==> src/rtl/bit_deserializer_pkg.sv <==
// bit_deserializer_pkg: shared types and helpers for the bit deserializer
package bit_deserializer_pkg;
  typedef enum logic [1:0] {EMPTY, ONE, FULL} buf_state_t;
  function automatic int cnt_width(input int width);
    return $clog2(width);
  endfunction
endpackage

==> src/rtl/bit_deserializer_skid.sv <==
// word_skid_buffer: 2-entry FIFO of assembled words with registered full flag
module word_skid_buffer
  import bit_deserializer_pkg::*;
#(
  parameter int WIDTH = 13
) (
  input  logic             clk,
  input  logic             rst,
  input  logic             push,
  input  logic [WIDTH-1:0] din,
  input  logic             ready,
  output logic             valid,
  output logic             full,
  output logic [WIDTH-1:0] dout
);
  buf_state_t state, state_nx;
  logic [WIDTH-1:0] head, tail;
  logic pop;
  assign valid = state != EMPTY;
  assign full  = state == FULL;
  assign dout  = head;
  assign pop   = valid && ready;
  always_comb begin
    state_nx = state == EMPTY ? (push ? ONE : EMPTY) :
               state == ONE   ? (push && !pop ? FULL : !push && pop ? EMPTY : ONE) :
                                (pop ? ONE : FULL);
  end
  always_ff @(posedge clk) begin
    if (rst) begin
      state <= EMPTY;
      head  <= '0;
      tail  <= '0;
    end else begin
      state <= state_nx;
      if (push && (state == EMPTY || pop)) head <= din;
      else if (pop && state == FULL) head <= tail;
      if (push && state == ONE && !pop) tail <= din;
    end
  end
endmodule

==> src/rtl/bit_deserializer.sv <==
// bit_deserializer: assembles accepted serial bits into words with sof resync
module bit_deserializer
  import bit_deserializer_pkg::*;
#(
  parameter int WIDTH     = 13,
  parameter bit MSB_FIRST = 1'b1,
  parameter int DROPW     = 8
) (
  input  logic             i_clk,
  input  logic             i_rst,
  input  logic             i_bit_valid,
  input  logic             i_bit,
  input  logic             i_sof,
  output logic             o_bit_ready,
  output logic             o_word_valid,
  output logic [WIDTH-1:0] o_word,
  input  logic             i_word_ready,
  output logic [DROPW-1:0] o_drop_cnt,
  output logic             o_busy
);
  localparam int CW = cnt_width(WIDTH);
  logic [CW-1:0] cnt, cnt_nx;
  logic [WIDTH-1:0] sr, sr_nx;
  logic [DROPW-1:0] drop_nx;
  logic accept, last, push, full;
  // stale bits left by a resync are shifted out before the word completes
  always_comb begin
    accept  = i_bit_valid && !full;
    last    = cnt == CW'(WIDTH - 1);
    sr_nx   = !accept ? sr : MSB_FIRST ? {sr[WIDTH-2:0], i_bit} : {i_bit, sr[WIDTH-1:1]};
    push    = accept && !i_sof && last;
    cnt_nx  = !accept ? cnt : i_sof ? CW'(1) : last ? '0 : cnt + 1'b1;
    drop_nx = o_drop_cnt + DROPW'(accept && i_sof && cnt != '0 && o_drop_cnt != '1);
  end
  always_ff @(posedge i_clk) begin
    if (i_rst) begin
      cnt        <= '0;
      sr         <= '0;
      o_drop_cnt <= '0;
    end else begin
      cnt        <= cnt_nx;
      sr         <= sr_nx;
      o_drop_cnt <= drop_nx;
    end
  end
  assign o_bit_ready = !full;
  assign o_busy      = cnt != '0;
  word_skid_buffer #(.WIDTH(WIDTH)) u_buf (
    .clk   (i_clk),
    .rst   (i_rst),
    .push  (push),
    .din   (sr_nx),
    .ready (i_word_ready),
    .valid (o_word_valid),
    .full  (full),
    .dout  (o_word)
  );
endmodule

==> config.mk <==
export PLATFORM = sky130hd
export DESIGN_NAME = bit_deserializer
export DESIGN_NICKNAME = d
export VERILOG_FILES = /design/src/rtl/bit_deserializer_pkg.sv /design/src/rtl/bit_deserializer_skid.sv /design/src/rtl/bit_deserializer.sv
export SDC_FILE = /design/constraint.sdc
export NUM_CORES = 1
export LEC_CHECK = 0
export CAP_MARGIN = 20
export CORE_MARGIN = 2
export CORE_UTILIZATION = 55
export CTS_BUF_LIST = sky130_fd_sc_hd__clkbuf_4
export DETAILED_ROUTE_END_ITERATION = 7
export DONT_BUFFER_PORTS = 1
export PLACE_DENSITY = 0.7
export SETUP_SLACK_MARGIN = 0.4
export SYNTH_ARGS = -nofsm -noshare
export SYNTH_HDL_FRONTEND = slang
export SYNTH_SLANG_ARGS = --single-unit
==> constraint.sdc <==
create_clock -name i_clk -period 2.8 [get_ports i_clk]
set_input_delay 0.7 -clock i_clk [delete_from_list [all_inputs] [get_ports i_clk]]
set_output_delay 0.7 -clock i_clk [all_outputs]
set_load 0.005 [all_outputs]
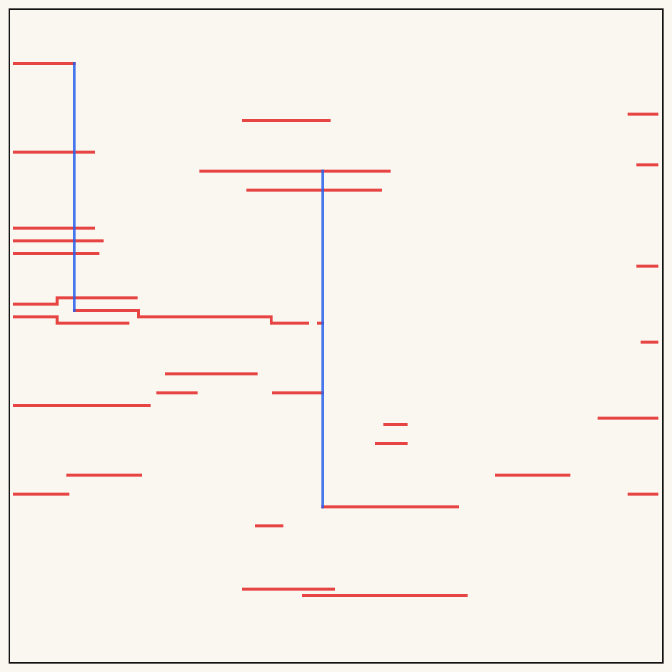
*Metal layers overlaid, run 1*
Only two layers are drawn.
Key: metal 4 = blue [wire length 62.6 um]; metal 3 = red [wire length 262 um]

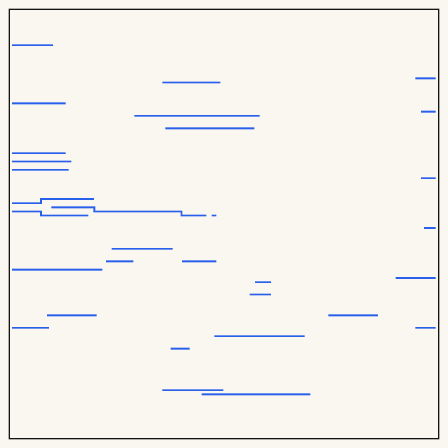
*Met3 routing, run 1*
The wires run mostly horizontal. The layer carries 262 um of wire.

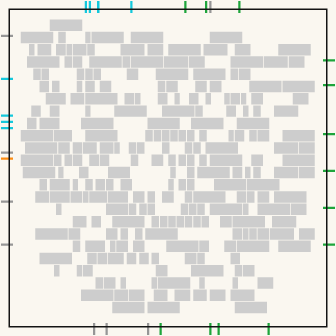
*Ports around the boundary, run 1*
Pins as bars across the die edge, other pins in grey.
Key: `o_busy` = orange [pins 1, direction output, edge west]; `o_word` = green [pins 13, direction output, edge 6 east, 4 south, 3 north]; `o_drop_cnt` = cyan [pins 8, direction output, edge 4 west, 4 north]
All pins by edge: 9 west, 8 north, 7 south, 6 east.

==> design notes, run 1 <==
CTS added clock buffers totalling 5. The run gives 24.5% for the compound-cell area share of the yosys netlist. The tools report the capture point of the critical path as o_bit_ready.

After layout the clock buffers and inverters come to 2.06% of cell area. Of the total synthesized cell area, the portion taken by full adders, half adders and majority gates is 2.61%. Among logic cells in the layout, the one with the most instances is dfxtp_1. Setup slack on the critical path of the routed design comes to 663 ps. The met3 capacity usage during global routing was 5.48%. The global routing report lists met2 layer usage as 36.6%. The net count after synthesis is 273. The worst register-to-register path ends at o_drop_cnt[6]. The run gives 27 for the total tool warning count. The count of pins on the block boundary is 30. Looking at the group totals, the largest power group turns out to be sequential cells.

RePlAce ended its routability-driven mode at a weighted congestion of 0.832. Counting instances in the post-synthesis netlist gives the leading cell types as dfxtp_1, a21oi_1, nor2_1. Listed in order, past its start point the critical path passes nor2b_4 -> inv_1. TritonCTS built the clock tree. Detailed routing placed a total of 261 um of wire on met3. The largest total area in the synthesized netlist belongs to dfxtp_1. The final power report lists total power as 1100 uW. Per the placement log, port buffering inserted 0 buffers. The startpoint type of the worst setup path is a flip-flop. The fraction of area in multi-input gates works out to 50.3%. The number of gates resized after CTS was 0. Detailed routing placed a total of 2400 um of wire on met2. The run finished with clean final reports.
### Congestion heat map, run 1

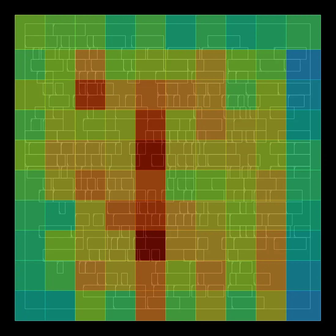

==> run 2: changes to the inputs <==
Settings changed: PLACE_DENSITY 0.7 to 0.73.
Clock period 2.8 ns to 1.8 ns, I/O delays scaled along.
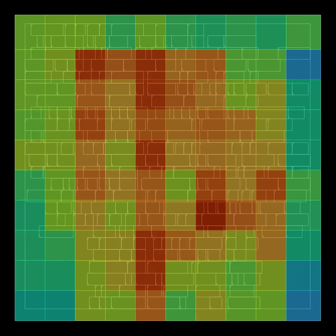
*Congestion heat map, run 2*
Avg WL per Cell: 18.9 um
Most Crowded Layer GR: met2
GR met2 Demand/Resource: 41.4%
utilization of the core after routing: 73.8%

==> run 2 against run 1 <==
  * Clock-buffer cell count is 1 lower
  * First-iteration DRC count rose by 30%
  * Global-route usage grew 2.3 points
  * Non-clock buffer count grew 34
  * Area after synthesis unchanged
  * Wire length is 24% higher
  * Clock skew shrank 3.8 ps
  * Register-to-register slack worse by 690 ps
  * Sequential cell count unchanged
==> design notes, run 2 <==
In the post-route analysis, the smallest setup slack over all paths is 69.3 ps. The routed design uses 347 um of met3 wire. The static power due to leakage is 0.00109 uW, and the met2 wire length is 3100 um. The report lists the number of cells resized after CTS as 15.

The top power consumer group was sequential cells. The run gives 273 as the synthesized net count. Following the worst setup path forward leads to its endpoint at o_drop_cnt[5]. The TritonCTS buffer count came out at 5.

Pin placement for this block handled 30 I/O pins. The final weighted congestion in routability-driven placement was 0.856. The cell sequence reported for the critical path is inv_2 -> ha_4 -> nand2_4 -> o2111a_1 -> ha_4 -> buf_4 -> nand3_4 -> or3_1 -> a21oi_2.

Summing the areas of all compound-gate instances in the mapped netlist gives 24.5% of the synthesized area. Count of port buffers added during placement: 0. In the final layout, clock buffers and inverters account for 2.15% of the cell area.

The total tool warning count is 30. Counting instances in the post-synthesis netlist gives the leading cell types as dfxtp_1, a21oi_1, nor2_1. The synthesized netlist devotes 2.61% of its cell area to adder and majority cells. The detailed router's first-iteration violation count is 148, and the area of the mapped netlist is 0.00240 sq mm. The tools report the startpoint type of the worst setup path as a flip-flop. For the power after layout, the log shows 1860 uW. The run finished with clean final reports. The number of buffers added to fix hold violations after cts was 0. The met3 capacity usage during global routing is 4.91%, and the fraction of area in multi-input gates is 48.6%.
Power and IR drop assume default switching activity.
